===== src/rtl/hex_ascii_tx.sv =====
// hex_ascii_tx
// Captures a packed word of ASCII hex characters and streams it out one byte
// at a time, most-significant character first. An optional CR/LF can follow.
// Leading '0' characters can optionally be skipped.
//
// Ports
//   I_CLK    in   1   clock
//   I_RSTF   in   1   asynchronous active-low reset
//   I_HEX    in   32  packed chars {c3,c2,c1,c0}, sampled only on an accepted start
//   I_START  in   1   single-cycle request to send I_HEX
//   O_DATA   out  8   current output byte (8'h00 when idle)
//   O_VALID  out  1   O_DATA valid
//   I_READY  in   1   consumer ready
//   O_BUSY   out  1   word in progress
//   O_DONE   out  1   one-cycle pulse the cycle after the final byte transfers
//   O_DROP   out  1   one-cycle pulse: a start arrived while busy and was ignored
//   O_STATE  out  2   debug view of the FSM state (0 idle, 1 char, 2 cr, 3 lf)
//
// Handshake: a byte transfers at a rising edge where O_VALID and I_READY are
// both high. While O_VALID is high and I_READY is low, O_DATA and O_VALID stay
// stable. O_VALID never drops inside a word, and the next byte is presented
// the cycle after a transfer, so a consumer holding I_READY high gets one byte
// per cycle.

module hex_ascii_tx #(
   parameter int NUM_CHARS      = 4,
   parameter bit ADD_CRLF       = 1'b1,
   parameter bit SUPPRESS_ZEROS = 1'b0
) (
   input  logic        I_CLK,
   input  logic        I_RSTF,
   input  logic [31:0] I_HEX,
   input  logic        I_START,
   output logic [7:0]  O_DATA,
   output logic        O_VALID,
   input  logic        I_READY,
   output logic        O_BUSY,
   output logic        O_DONE,
   output logic        O_DROP,
   output logic [1:0]  O_STATE
);

   typedef enum logic [1:0] {
      ST_IDLE = 2'd0,
      ST_CHAR = 2'd1,
      ST_CR   = 2'd2,
      ST_LF   = 2'd3
   } state_t;

   localparam logic [1:0] LAST_IDX = 2'(NUM_CHARS - 1);

   state_t      state_q, state_d;
   logic [31:0] hex_q, hex_d;
   logic [1:0]  idx_q, idx_d;
   logic        done_q, done_d;
   logic        drop_q, drop_d;

   logic [1:0]  first_idx;
   logic        found;
   logic        xfer;

   // Starting character index, resolved straight from I_HEX so skipped
   // leading zeros cost no cycles. Index 0 is always sent even if it is '0'.
   always_comb begin
      first_idx = LAST_IDX;
      found     = 1'b0;
      if (SUPPRESS_ZEROS) begin
         first_idx = 2'd0;
         for (int i = 3; i >= 1; i--) begin
            if ((i <= NUM_CHARS - 1) && !found && (I_HEX[8*i +: 8] != 8'h30)) begin
               first_idx = 2'(i);
               found     = 1'b1;
            end
         end
      end
   end

   assign xfer = O_VALID & I_READY;

   // State register
   always_ff @(posedge I_CLK or negedge I_RSTF) begin
      if (!I_RSTF) begin
         state_q <= ST_IDLE;
         hex_q   <= 32'h0;
         idx_q   <= 2'd0;
         done_q  <= 1'b0;
         drop_q  <= 1'b0;
      end else begin
         state_q <= state_d;
         hex_q   <= hex_d;
         idx_q   <= idx_d;
         done_q  <= done_d;
         drop_q  <= drop_d;
      end
   end

   // Next-state logic
   always_comb begin
      state_d = state_q;
      hex_d   = hex_q;
      idx_d   = idx_q;
      done_d  = 1'b0;
      // A start is only ignored while a word is in flight; the DONE cycle is
      // already idle, so a start there is accepted.
      drop_d  = I_START && (state_q != ST_IDLE);
      case (state_q)
         ST_IDLE: begin
            if (I_START) begin
               state_d = ST_CHAR;
               hex_d   = I_HEX;
               idx_d   = first_idx;
            end
         end
         ST_CHAR: begin
            if (xfer) begin
               if (idx_q == 2'd0) begin
                  if (ADD_CRLF) begin
                     state_d = ST_CR;
                  end else begin
                     state_d = ST_IDLE;
                     done_d  = 1'b1;
                  end
               end else begin
                  idx_d = idx_q - 2'd1;
               end
            end
         end
         ST_CR: begin
            if (xfer) state_d = ST_LF;
         end
         ST_LF: begin
            if (xfer) begin
               state_d = ST_IDLE;
               done_d  = 1'b1;
            end
         end
         default: state_d = ST_IDLE;
      endcase
   end

   // Output logic: everything decodes from registered state, so reset
   // drives the outputs to their idle values immediately.
   always_comb begin
      O_DATA  = 8'h00;
      O_VALID = 1'b0;
      O_BUSY  = 1'b0;
      case (state_q)
         ST_CHAR: begin
            O_DATA  = hex_q[{idx_q, 3'b000} +: 8];
            O_VALID = 1'b1;
            O_BUSY  = 1'b1;
         end
         ST_CR: begin
            O_DATA  = 8'h0D;
            O_VALID = 1'b1;
            O_BUSY  = 1'b1;
         end
         ST_LF: begin
            O_DATA  = 8'h0A;
            O_VALID = 1'b1;
            O_BUSY  = 1'b1;
         end
         default: begin
            O_DATA  = 8'h00;
            O_VALID = 1'b0;
            O_BUSY  = 1'b0;
         end
      endcase
   end

   assign O_DONE  = done_q;
   assign O_DROP  = drop_q;
   assign O_STATE = state_q;

endmodule


===== config.mk =====
export PLATFORM = sky130hd
export DESIGN_NAME = hex_ascii_tx
export DESIGN_NICKNAME = d
export VERILOG_FILES = /design/src/rtl/hex_ascii_tx.sv
export SDC_FILE = /design/constraint.sdc
export NUM_CORES = 1
export LEC_CHECK = 0
export ABC_AREA = 1
export ABC_CLOCK_PERIOD_IN_PS = 3100
export CAP_MARGIN = 0
export CORE_MARGIN = 10
export CORE_UTILIZATION = 35
export DETAILED_ROUTE_END_ITERATION = 16
export PLACE_DENSITY = 0.63
export REMOVE_ABC_BUFFERS = 1
export SLEW_MARGIN = 20
export SYNTH_ARGS = -nofsm -noshare
export SYNTH_HDL_FRONTEND = slang
export SYNTH_SLANG_ARGS = --single-unit

===== constraint.sdc =====
create_clock -name I_CLK -period 3.1 [get_ports I_CLK]
set_input_delay 0.31 -clock I_CLK [delete_from_list [all_inputs] [get_ports I_CLK]]
set_output_delay 0.31 -clock I_CLK [all_outputs]
set_load 0.02 [all_outputs]

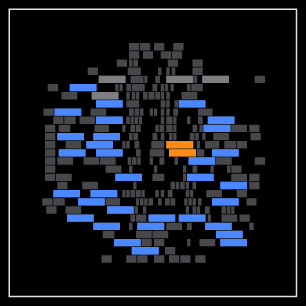
*Sequential cells grouped by signal name, run 1*
Drawn at 3 px/µm. Other sequential cells in the stronger grey, the rest of the logic in the fainter grey.
Key: orange = `idx_q` [placed flops 2]; blue = `hex_q` [placed flops 32]
Another 4 sequential cells are not coloured.

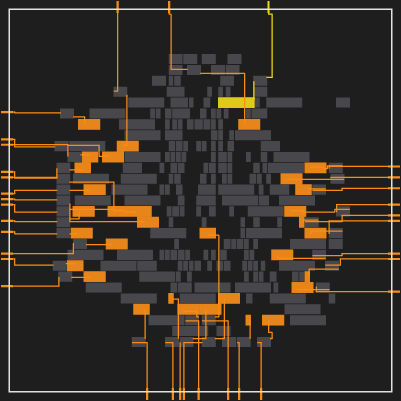
*Port wiring, run 1*
Drawn at 4 px/µm.
Key: yellow = `O_DONE` [direction output, end cells 1, wire 23.2 µm]; orange = `I_HEX` [direction input, end cells 32, wire 810 µm]

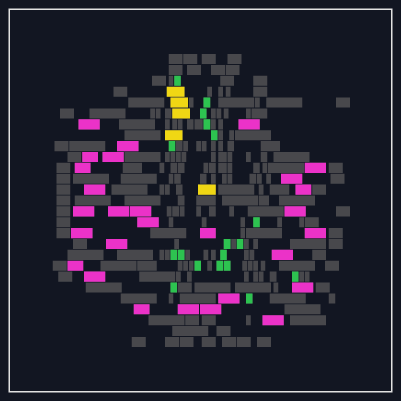
*Logic cells by family, run 1*
Drawn at 4 px/µm.
Key: green = aoi and oai cells [cells 18]; magenta = mux cells [cells 28]; yellow = fa/ha/maj cells [cells 5, where top middle]

==> run summary, run 1 <==
Slew @ Worst Pin = 835 ps
Placed cell count = 313
Simple Share, Synth = 18.0%
Number of flip-flops in the largest register = 32
Cell mode on critical path = inv_1
Outcome = finished, final reports clean
RSZ-0062 raised after global routing = false
Via-per-instance ratio = 4.48
Post-Syn Area per Cell = 9.95 µm²
Internal = 1.59 mW
Setup TNS = 0 ps
Dpl ws = 777 ps
Vias in the first global route = 1522
Number of cells on the critical path = 6
Finish-stage setup viols = 0
Met2 WL = 1840 µm
Antenna viol nets, final = 0
Maximum root-to-sink buffer count = 2
N_taps = 72
CP endpoint kind = primary output
Starting DRT DRC Count = 66
Adder-cell share of the synthesized area = 3.16%
Syn Inst Count = 199
Count leader, synth = nand2_1
Sw power = 1.00 mW
Nets = 289
Post-synth top area cell = dfrtp_1
Post-synth ARST share = 100%
Routability cong. = 0.832
Xor/xnor share = 0%
Flip-flops with a built-in enable = 0
# Cells Yosys = 199
CTS sink cnt = 38
Clk slew on worst S/H paths = 70 ps
Layout cells sized above 1 = 15.7%
Clock Latency Late Sink = 280 ps
Area share, top type = 48.0%
Main flop type = dfrtp_1
Flop share of the area = 36.9%
Sequential Power Share = 35.2%
Comb pwr share = 52.8%
Worst Path Arrival = 2300 ps
### Metal layers overlaid, run 1

Drawn at 4 px/µm.
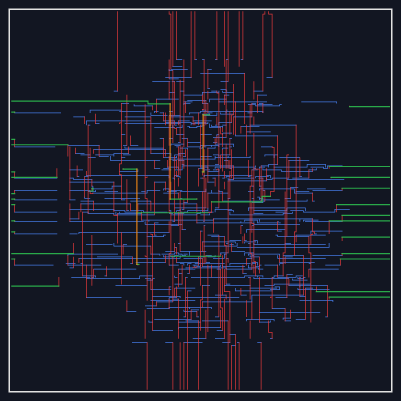

## Run 2: what changed since run 1
--- a/config.mk
+++ b/config.mk
@@ -6,12 +6,12 @@
 export NUM_CORES = 1
 export LEC_CHECK = 0
 export ABC_AREA = 1
-export ABC_CLOCK_PERIOD_IN_PS = 3100
+export ABC_CLOCK_PERIOD_IN_PS = 2100
 export CAP_MARGIN = 0
 export CORE_MARGIN = 10
 export CORE_UTILIZATION = 35
 export DETAILED_ROUTE_END_ITERATION = 16
-export PLACE_DENSITY = 0.63
+export PLACE_DENSITY = 0.66
 export REMOVE_ABC_BUFFERS = 1
 export SLEW_MARGIN = 20
 export SYNTH_ARGS = -nofsm -noshare
==> constraint.sdc (replaced) <==
create_clock -name I_CLK -period 2.1 [get_ports I_CLK]
set_input_delay 0.21 -clock I_CLK [delete_from_list [all_inputs] [get_ports I_CLK]]
set_output_delay 0.21 -clock I_CLK [all_outputs]
set_load 0.02 [all_outputs]
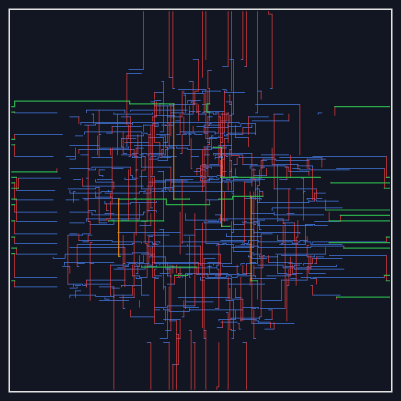
*Metal layers overlaid, run 2*
Drawn at 4 px/µm.
Key: green = M3 [wire length 286 µm]; red = M2 [wire length 1950 µm]; orange = M4 [wire length 78.9 µm]; blue = M1 [wire length 2180 µm]

==> run summary, run 2 <==
Outcome = finished, final reports clean
Area share, top type = 48.0%
Flop share of the area = 35.4%
Met2 WL = 1950 µm
Largest Pwr Group = combinational cells
Adder-cell share of the synthesized area = 3.16%
N_taps = 72
Syn Inst Count = 199
Via-per-instance ratio = 4.56
Area fraction in mux cells = 20.1%
Main flop type = dfrtp_1
Setup TNS = 0 ps
Clock Latency Late Sink = 290 ps
Simple Share, Synth = 18.0%
Layout cells sized above 1 = 20.1%
Comb pwr share = 53.2%
Synth Area in Compound Gates = 4.55%
Post-synth ARST share = 100%
Worst Path Arrival = 1750 ps
Finish-stage setup viols = 0
Core area = 0.00551 mm²
Setup crit end = O_DATA[1]
Slew @ Worst Pin = 826 ps
Internal = 2.52 mW
Dpl ws = 152 ps
Flip-flops with a built-in enable = 0
CTS sink cnt = 38
Synth flops = 38
Met3 Routed Length = 285 µm
Number of flip-flops in the largest register = 32
Clock Root Buffer = clkbuf_8
Vias in the first global route = 1566
Starting DRT DRC Count = 68
Post-Syn Area per Cell = 9.95 µm²
Sw power = 1.55 mW
Post-synth top area cell = dfrtp_1
Routability cong. = 0.855
Count leader, synth = nand2_1
Maximum root-to-sink buffer count = 2
Clk slew on worst S/H paths = 70 ps
# Cells Yosys = 199
Nets = 299
RSZ-0062 raised after global routing = false
Number of cells on the critical path = 8
Antenna viol nets, final = 0
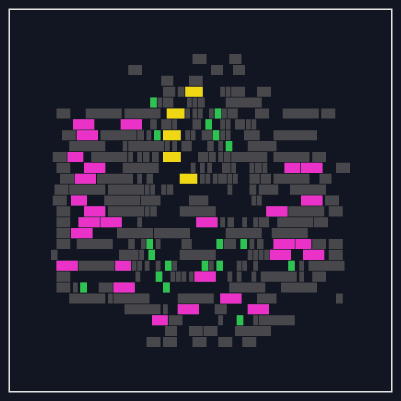
*Logic cells by family, run 2*
Drawn at 4 px/µm.
Key: green = aoi and oai cells [cells 18]; magenta = mux cells [cells 28]; yellow = fa/ha/maj cells [cells 5]

### Sequential cells grouped by signal name, run 2

Drawn at 3 px/µm. Other sequential cells in the stronger grey, the rest of the logic in the fainter grey.
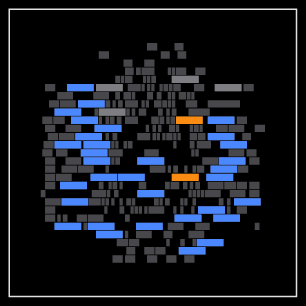

## Run 3: what changed since run 2
--- a/config.mk
+++ b/config.mk
@@ -5,13 +5,12 @@
 export SDC_FILE = /design/constraint.sdc
 export NUM_CORES = 1
 export LEC_CHECK = 0
-export ABC_AREA = 1
 export ABC_CLOCK_PERIOD_IN_PS = 2100
 export CAP_MARGIN = 0
 export CORE_MARGIN = 10
 export CORE_UTILIZATION = 35
 export DETAILED_ROUTE_END_ITERATION = 16
-export PLACE_DENSITY = 0.66
+export PLACE_DENSITY = 0.67
 export REMOVE_ABC_BUFFERS = 1
 export SLEW_MARGIN = 20
 export SYNTH_ARGS = -nofsm -noshare
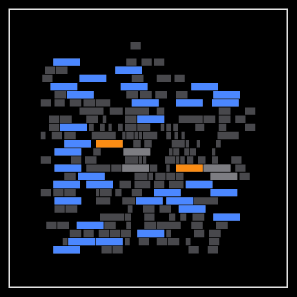
*Sequential cells grouped by signal name, run 3*
Drawn at 3 px/µm. Other sequential cells in the stronger grey, the rest of the logic in the fainter grey.
Key: blue = `hex_q` [placed flops 32]; orange = `idx_q` [placed flops 2]
Another 4 sequential cells are not coloured.

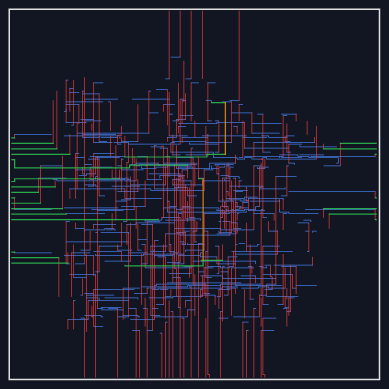
*Metal layers overlaid, run 3*
Drawn at 4 px/µm.
Key: green = M3 [wire length 329 µm]; blue = M1 [wire length 1770 µm]; red = M2 [wire length 2280 µm]; orange = M4 [wire length 33.3 µm]

==> run summary, run 3 <==
Largest Pwr Group = combinational cells
Main flop type = dfrtp_1
Post-synth ARST share = 100%
Setup crit end = O_DATA[7]
Synth flops = 38
CTS sink cnt = 38
Starting DRT DRC Count = 55
Simple Share, Synth = 6.52%
Met3 Routed Length = 329 µm
Outcome = finished, final reports clean
Via-per-instance ratio = 4.71
Worst Path Arrival = 1810 ps
Post-Syn Area per Cell = 14.0 µm²
Count leader, synth = dfrtp_1
Sequential Power Share = 35.7%
Flip-flops with a built-in enable = 0
N_taps = 70
# Cells Yosys = 130
Antenna viol nets, final = 0
Syn Inst Count = 130
Clock Root Buffer = clkbuf_8
Internal = 2.35 mW
Adder-cell share of the synthesized area = 3.43%
Setup TNS = 0 ps
Clk slew on worst S/H paths = 70 ps
CP endpoint kind = primary output
Clock Latency Late Sink = 290 ps
Sw power = 1.28 mW
Placed cell count = 250
Number of cells on the critical path = 5
Xor/xnor share = 0%
Routability cong. = 0.743
Synth Area in Compound Gates = 2.54%
Power and IR drop assume default switching activity.
